### src/rtl/tdm_slot_collector.sv
// TDM slot collector: steps the mux select across SLOTS channels, samples din on the
// last dwell cycle of each slot, and offers the frame on a valid/ready handshake.
// Optional macro TDM_PARITY_EN adds a registered frame_par output.
module tdm_slot_collector #(
  parameter int unsigned SLOTS = 4,
  parameter int unsigned SEL_W = 2,
  parameter int unsigned DWELL = 1
) (
  input  logic             clk,
  input  logic             rst_n,
  input  logic             start,
  input  logic             din,
  input  logic             frame_ready,
`ifdef TDM_PARITY_EN
  output logic             frame_par,
`endif
  output logic [SEL_W-1:0] sel_out,
  output logic             busy,
  output logic [SLOTS-1:0] frame,
  output logic             frame_valid,
  output logic [7:0]       frame_cnt
);

  localparam int unsigned DWELL_W = 8;
  localparam logic [SEL_W-1:0]   LAST_SLOT  = SEL_W'(SLOTS - 1);
  localparam logic [DWELL_W-1:0] LAST_DWELL = DWELL_W'(DWELL - 1);

  typedef enum logic [1:0] {IDLE, SCAN, HOLD} state_t;

  state_t             state;
  logic [SEL_W-1:0]   slot;
  logic [DWELL_W-1:0] dwell;
  logic [SLOTS-1:0]   frame_upd;

  // Current frame with the bit of the active slot replaced by din
  always_comb begin
    frame_upd       = frame;
    frame_upd[slot] = din;
  end

  always_ff @(posedge clk) begin
    if (!rst_n) begin
      state       <= IDLE;
      slot        <= '0;
      dwell       <= '0;
      sel_out     <= '0;
      busy        <= 1'b0;
      frame       <= '0;
      frame_valid <= 1'b0;
      frame_cnt   <= '0;
`ifdef TDM_PARITY_EN
      frame_par   <= 1'b0;
`endif
    end else begin
      case (state)
        IDLE: begin
          if (start) begin
            state   <= SCAN;
            slot    <= '0;
            dwell   <= '0;
            frame   <= '0;
            sel_out <= '0;
            busy    <= 1'b1;
          end
        end
        SCAN: begin
          if (dwell == LAST_DWELL) begin
            frame <= frame_upd;
            dwell <= '0;
            if (slot == LAST_SLOT) begin
              state       <= HOLD;
              busy        <= 1'b0;
              frame_valid <= 1'b1;
`ifdef TDM_PARITY_EN
              frame_par   <= ^frame_upd;
`endif
            end else begin
              slot    <= slot + SEL_W'(1);
              sel_out <= slot + SEL_W'(1);
            end
          end else begin
            dwell <= dwell + DWELL_W'(1);
          end
        end
        HOLD: begin
          // Frame is held until accepted; start only counts alongside a handshake
          if (frame_ready) begin
            frame_cnt   <= frame_cnt + 8'd1;
            frame_valid <= 1'b0;
            if (start) begin
              state   <= SCAN;
              slot    <= '0;
              dwell   <= '0;
              frame   <= '0;
              sel_out <= '0;
              busy    <= 1'b1;
            end else begin
              state   <= IDLE;
              sel_out <= '0;
            end
          end
        end
        default: state <= IDLE;
      endcase
    end
  end

endmodule
### config.mk
export PLATFORM = sky130hd
export DESIGN_NAME = tdm_slot_collector
export DESIGN_NICKNAME = d
export VERILOG_FILES = /design/src/rtl/tdm_slot_collector.sv
export SDC_FILE = /design/constraint.sdc
export NUM_CORES = 1
export LEC_CHECK = 0
export CAP_MARGIN = 20
export CORE_MARGIN = 1
export CORE_UTILIZATION = 30
export DETAILED_ROUTE_END_ITERATION = 10
export SYNTH_ARGS = -nofsm -noshare
export SYNTH_HDL_FRONTEND = slang
export SYNTH_SLANG_ARGS = --single-unit
### constraint.sdc
create_clock -name clk -period 3.14 [get_ports clk]
set_clock_uncertainty 0.2 [all_clocks]
set_input_delay 0.628 -clock clk [delete_from_list [all_inputs] [get_ports clk]]
set_output_delay 0.628 -clock clk [all_outputs]
set_load 0.02 [all_outputs]
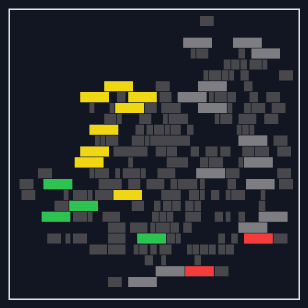
Figure 1: sequential cells grouped by signal name.
Drawn at 4 px/µm.
color	signal	flops
green	`frame`	4
yellow	`dwell`	8
red	`sel_out`	2

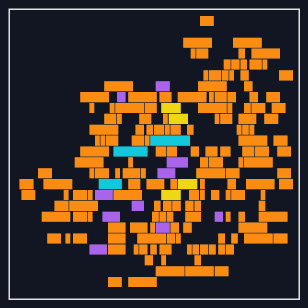
Figure 2: sizing map.
Drawn at 4 px/µm.
color	size	cells	share
orange	drive 1 or less	162	91%
purple	drive 2	10	5.6%
yellow	drive 6 and up	4	2.2%
cyan	drive 3 to 4	3	1.7%

==> results.txt <==
Physical design

The flow ran to the end, and the final reports show no timing, DRC or antenna violations. STA classifies the critical path startpoint as a primary input. For reference, the top logic cell family by area is simple AND/OR/NAND/NOR gates. Global routing consumed, over all layers together, 12.4% of the routing resources. STA classifies the critical path endpoint as a flop.

The sum of internal, switching and leakage power stands at 668 µW. In the final layout, excluding clock inverters the inverter count is 8. The end-of-flow timing check tallies setup violations at 0. The clock passes through at most 2 buffers. The layout report lists the multi-input gate area as 855 µm². The global-route met3 utilization stands at 2.50%. The layout multi-input combinational cell count stands at 119. The number of enable-type register cells in the synthesized netlist stands at 0.

In the synthesized netlist, mux cells make up 3.40% of the area. Per the GRT log, the top usage layer is met1. The xor and xnor fraction of the mapped netlist area stands at 7.72%.

Derived from the worst setup path, the maximum achievable clock frequency is 0.424 GHz. The setup path with the least slack is of type in2reg. Looking at the max-slew report, the worst-margin pin has a slew of 569 ps.

The largest share of the power goes to sequential cells. The clock network is responsible for 32.7% of the overall power. The count of unresolved DRC violations after routing stands at 0. TritonCTS built the clock tree.

The combinational power stands at 79.0 µW. Summed over all failing endpoints, the final setup total negative slack is 0 ps. Looking at the reg2reg group, the worst path starts from state[0].

The count of buffers inserted at the top-level ports stands at 20. According to the floorplan report, the placeable core area is 4720 µm².
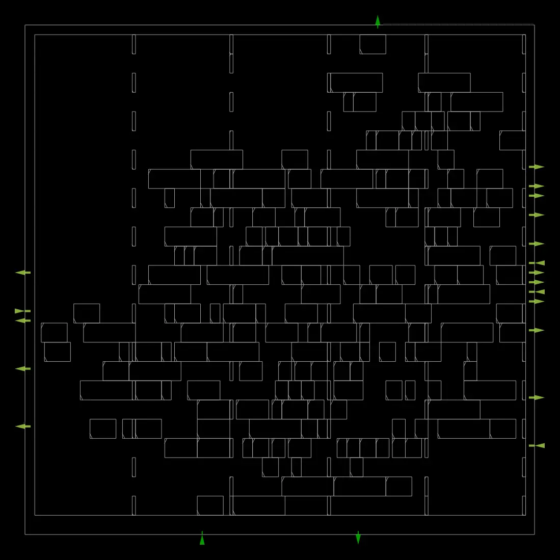
Figure 3: cell outlines without signal wires.
post-layout util: 37.8%
sequential cell count of the final layout: 28
Fill cells: 478
Seq area share: 31.4%

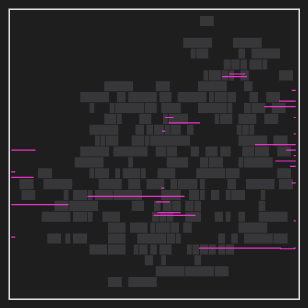
Figure 4: signal wires on met3.
Drawn at 4 px/µm.
share of all routed wire	5.0%
longest straight run	23.9 µm
wire length on this layer	145 µm
nets with wire on the layer	25

==> layout by cell type (no fill, tap or decap), types with 4 or more instances in the layout <==
master                            instances
sky130_fd_sc_hd__nand2_1                 13
sky130_fd_sc_hd__nand3_1                  7
sky130_fd_sc_hd__nor2_1                  15
sky130_fd_sc_hd__xnor2_1                 10
sky130_fd_sc_hd__clkdlybuf4s50_1         20
sky130_fd_sc_hd__a21oi_1                  9
sky130_fd_sc_hd__clkbuf_8                 4
sky130_fd_sc_hd__nand4_1                  5
sky130_fd_sc_hd__ha_1                     7
sky130_fd_sc_hd__o21ai_0                  5
sky130_fd_sc_hd__a211oi_1                 4
sky130_fd_sc_hd__inv_1                    8
sky130_fd_sc_hd__dfxtp_1                 28
sky130_fd_sc_hd__mux2i_1                  5
Power is estimated from default activity; no workload was simulated.
